[config.mk]
export PLATFORM = sky130hd
export DESIGN_NAME = ifetch_ctrl
export DESIGN_NICKNAME = d
export VERILOG_FILES = /design/src/rtl/ifetch_ctrl.sv
export SDC_FILE = /design/constraint.sdc
export NUM_CORES = 1
export LEC_CHECK = 0
export CORE_MARGIN = 3
export CORE_UTILIZATION = 24
export CTS_CLUSTER_DIAMETER = 200
export DETAILED_ROUTE_END_ITERATION = 8
export SYNTH_ARGS = -nofsm -noshare
export SYNTH_HDL_FRONTEND = slang
export SYNTH_SLANG_ARGS = --single-unit
[constraint.sdc]
create_clock -name clk -period 8.93 [get_ports clk]
set_clock_uncertainty 0.05 [all_clocks]
set_input_delay 1.786 -clock clk [delete_from_list [all_inputs] [get_ports clk]]
set_output_delay 1.786 -clock clk [all_outputs]
set_load 0.005 [all_outputs]
[src/rtl/ifetch_ctrl.sv]
// Instruction-fetch sequencer: owns the fetch PC, reads a combinational imem,
// and buffers {pc, instr, fault} entries in a small FIFO handed to decode.
module ifetch_ctrl #(
  parameter logic [31:0] RESET_PC  = 32'h0000_0000,
  parameter int          QDEPTH    = 2,
  parameter int          ADDR_BITS = 12
) (
  input  logic        clk,
  input  logic        rst_n,
  output logic [31:0] imem_addr,
  input  logic [31:0] imem_data,
  input  logic        redirect_valid,
  input  logic [31:0] redirect_pc,
  output logic        if_valid,
  input  logic        if_ready,
  output logic [31:0] if_instr,
  output logic [31:0] if_pc,
  output logic [1:0]  if_fault
);

  localparam int PW = (QDEPTH > 1) ? $clog2(QDEPTH) : 1;
  localparam int CW = $clog2(QDEPTH + 1);
  localparam logic [CW-1:0] QD   = CW'(QDEPTH);
  localparam logic [PW-1:0] PMAX = PW'(QDEPTH - 1);

  typedef struct packed {
    logic [31:0] pc;
    logic [31:0] instr;
    logic [1:0]  fault;
  } fq_entry_t;

  typedef enum logic {RUN, HALT} state_t;

  fq_entry_t     q [QDEPTH];
  logic [PW-1:0] head, tail;
  logic [CW-1:0] count;
  logic [31:0]   fetch_pc;
  state_t        state, state_d;
  logic [1:0]    fault;
  logic          pop, push;

  function automatic logic [PW-1:0] nxt(input logic [PW-1:0] p);
    return (p == PMAX) ? '0 : p + PW'(1);
  endfunction

  assign imem_addr = fetch_pc;
  assign if_valid  = (count != '0);
  assign if_pc     = q[head].pc;
  assign if_instr  = q[head].instr;
  assign if_fault  = q[head].fault;

  // Misalignment takes precedence over range.
  always_comb begin
    fault = 2'b00;
    if (fetch_pc[1:0] != 2'b00)                 fault = 2'b01;
    else if ((fetch_pc >> ADDR_BITS) != 32'd0)  fault = 2'b10;
  end

  always_comb begin
    state_d = state;
    pop     = if_valid && if_ready;
    push    = 1'b0;
    if (redirect_valid) begin
      state_d = RUN;
    end else if (state == RUN) begin
      push = (count < QD) || pop;
      if (push && (fault != 2'b00)) state_d = HALT;
    end
  end

  always_ff @(posedge clk) begin
    if (!rst_n) begin
      fetch_pc <= RESET_PC;
      count    <= '0;
      head     <= '0;
      tail     <= '0;
      state    <= RUN;
      for (int i = 0; i < QDEPTH; i++) q[i] <= '0;
    end else if (redirect_valid) begin
      // Flush; a same-cycle pop is already consumed by decode.
      fetch_pc <= redirect_pc;
      count    <= '0;
      head     <= '0;
      tail     <= '0;
      state    <= state_d;
    end else begin
      state <= state_d;
      if (push) begin
        q[tail] <= '{pc: fetch_pc,
                     instr: (fault != 2'b00) ? 32'd0 : imem_data,
                     fault: fault};
        tail    <= nxt(tail);
        if (fault == 2'b00) fetch_pc <= fetch_pc + 32'd4;
      end
      if (pop) head <= nxt(head);
      if (push && !pop)      count <= count + CW'(1);
      else if (pop && !push) count <= count - CW'(1);
    end
  end

endmodule

==> images/port_trees.png <==
(2 px per um)
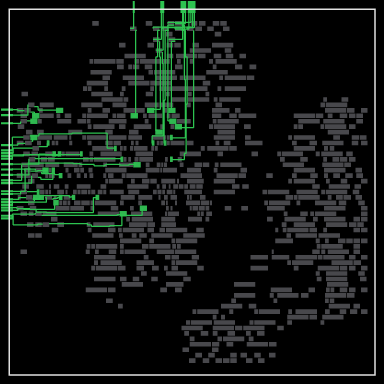
port	color	direction	edge	end cells	wire
`redirect_pc`	green	input	22 left, 10 top	32	1,430 um
count of pins on the block boundary: 167
number of port buffers: 166

==> images/clock_nets.png <==
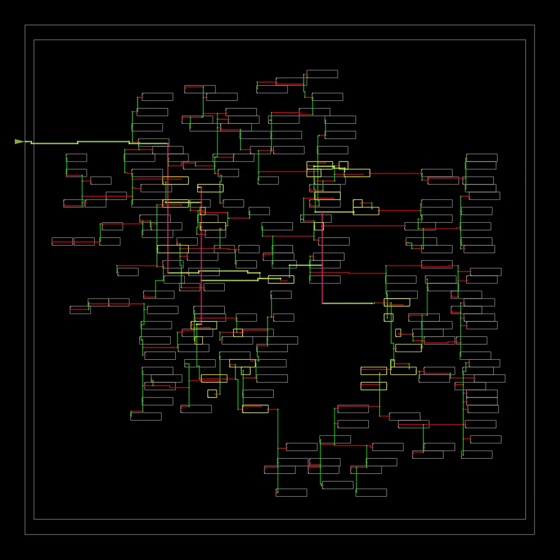
FF+latch count: 170
Clock Buffer Count: 20

==> run notes <==
From the run reports.

- The cell-mix breakdown from Yosys lists the adder-cell area share as 0.00336.
- The number of warnings printed during yosys synthesis is 0.
- The post-synthesis chip area from yosys is 7440 um^2.
- The design draws 1.86 mW.
- The multiplexer area fraction after synthesis reads 0.120.
- The flow ran to the end, and the final reports show no timing, DRC or antenna violations.
- The cell area after synthesis is 7440 um^2.
- The nature of the critical path endpoint reads a flop.
- The overall die area is 33,200 um^2.
- The number of buffers inserted during clock tree synthesis is 17.
- The number of nets with antenna violations after routing reads 0.
- The number of buffers added to fix hold violations after cts is 0.
- The required time at the worst-slack endpoint reads 9.16 ns.
- The number of optimization iterations in the first detailed-route pass reads 5.
- The share of the core area taken by cells at floorplan is 0.247.
- The number of nets at floorplan is 617.
- The number of buffers and inverters on the critical path is 2.
- Looking at the critical path, the highest net fanout was 35.
- The largest non-sequential cell family by area is simple AND/OR/NAND/NOR gates.
- The number of failing hold endpoints at the final stage reads 0.
- The signal on the critical path passes through buf_2 -> inv_2 -> nand2_2 -> nor3_4 -> and3_1 -> and2_1.
- For this run, the final setup violation count is recorded as 0.
- According to the timing report, the arrival time at the worst endpoint equals 5.02 ns.
- The leading register cell type out of synthesis is edfxtp_1.
- The final worst-path cycle share reads 0.537.
- After the last flow step, the layout net total stands at 776.
- Clock tree synthesis selected as its root buffer the cell clkbuf_16.
- The tally of max-capacitance violations reads 0.
- Dividing the detail-routed via count by the number of cells gives 4.25.
- In this design, the largest share of critical-path delay is due to simple AND/OR/NAND/NOR gates.
- The start point of the worst min-delay path is count[1].
- The post-synthesis cell count from yosys reads 547.
- The DRC violation total after the first TritonRoute iteration is 330.
- The synthesis report gives the async set-or-reset register share as 0.
- The number of setup buffers added after CTS is 0.
- TritonCTS built the clock tree.
- The final global-route overflow total is 0.
- The global routing report lists combined usage of all routing layers as 0.114.
- The buffer depth of the longest clock path is 2.
- The shortest clock period the worst path allows after layout reads 4.79 ns.
- The filler cell count in the final layout is 2,986.
- The worst register-to-register path has a depth of 5.
- The worst reg-to-reg setup slack is 5.92 ns.
- The count of flip-flops with a built-in enable after synthesis reads 132.
- The utilization after layout is 0.335.
- The dominant logic cell type in the layout reads clkdlybuf4s50_1.
- Clock latency on the worst-skew pair, taken at its later pin, is 0.42 ns.
- In the layout the commonest cells are clkdlybuf4s50_1, edfxtp_1, and2_1, mux2_2, dfxtp_1.
- The post-placement worst setup slack is 3.62 ns.
- The post-synthesis average cell area is 13.6 um^2.
- The post-synthesis to final-layout area growth reads 35.6%.
- The number of warning messages in the logs reads 26.
- The setup TNS reads 0 ns.
- For this run, the script counts the antenna cells in the layout as 0.
- The via count of the routed design reads 4,709.
- The die boundary height reads 182 um.
- The cell-mix breakdown from Yosys lists the simple-gate area share as 0.188.
- For the worst reg-to-reg path, the endpoint reported by OpenROAD is q[1][19].
- The initial antenna violation count reads 0.
- On the final layout, the worst hold slack is 0.462 ns.
- The number of pins exceeding their max-slew limit in the final report reads 0.
- The startpoint identified for the worst register-to-register timing path is count[1].
- The analysis reports a worst IR drop on VDD of 114 uV.
- The startpoint-to-endpoint class of the critical path is in -> reg.
- The kind of launch point of the worst setup path is an input pin.
- The placeable core region is 30,100 um^2.
- The number of gates given a new drive strength after cts reads 0.
- The type of the worst min-delay path is reg -> reg.
- The post-placement cell area is 9520 um^2.
- The relative max-transition margin reads 0.271.
- From left edge to right edge, the die measures 182 um.
- The actual transition at the worst max-transition pin reads 1.09 ns.
- The netlist uses 50 different library cells.
- The number of cells in the finished layout apart from fillers is 1,108.
==> images/class_map.png <==
(2 px per um) Fill, decap, tap and diode cells in gray.
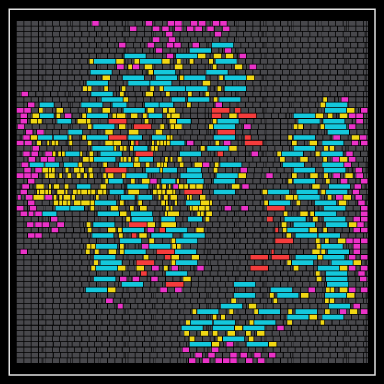
class	color	cells	share of their area
clock drivers and dummy loads	red	31	6.0%
remaining buffers and delay cells	magenta	169	17%
registers	cyan	170	49%
remaining logic cells	yellow	348	27%
Final Cell Area: 10,100 um^2
floorplan row count: 63

-- Yosys cell counts (2+ instances only) --
cell type  count  area [um^2]
clkbuf_1      18         67.6
or3_1          2         12.5
nor3_1        18         90.1
edfxtp_1     132         3960
ha_1           2         25.0
nor4_1         7         43.8
nor2_1        17         63.8
nor2b_1       13         81.3
xor2_1         3         26.3
mux2i_1       15          150
buf_2          2         10.0
a21oi_1       10         50.1
mux2_2        66          743
nand2_2        2         12.5
nand3_1        6         30.0
inv_1          2         7.51
xnor2_1        5         43.8
or2_2          2         12.5
and3_1         4         25.0
and2_1       102          638
nor4_2         3         37.5
clkbuf_2       6         30.0
dfxtp_1       38          761
and2_2        29          218
o21ai_0        9         45.0
nand4_1        3         18.8
nand2_1        8         30.0
-- final cells by class --
cell class	instances	area (um^2)	share of cell area
clock inverters	11	109	0.0108
clock buffers	20	468	0.0464
repair buffers	169	1680	0.166
multi-input cells	345	2610	0.258
inverters	3	11.3	0.00112
flip-flops and latches	170	4730	0.469
well taps	390	488	0.0484
-- layer usage --
| layer | part of all wire | routed length (um) | track usage | vias to the layer above |
|---|---|---|---|---|
| li1 | - | - | - | 2278 |
| met1 | 0.46 | 8810 | 0.157 | 2263 |
| met2 | 0.46 | 8870 | 0.180 | 152 |
| met3 | 0.066 | 1260 | 0.0297 | 16 |
| met4 | 0.011 | 204 | 0.0305 | 0 |
| met5 | 0 | 0 | 0 | - |
-- report_power, final --
group	switching, mW	internal [mW]
Combinational	0.0881	0.121
Sequential	0.0287	0.897
Clock	0.313	0.412
Total	0.430	1.43
-- tightest hold or removal path: stages (launching register included) --
cell and delay (ns):
dfxtp_1 0.33, o21ai_0 0.08, a21oi_1 0.06
-- registers in the layout, indices dropped and copies added (netlist names), named ones only --
signal and flops:
q 132, imem_addr 32, count 2, head 1, state 1, tail 1
No activity file was given, so power comes from the tool's default toggle rates.
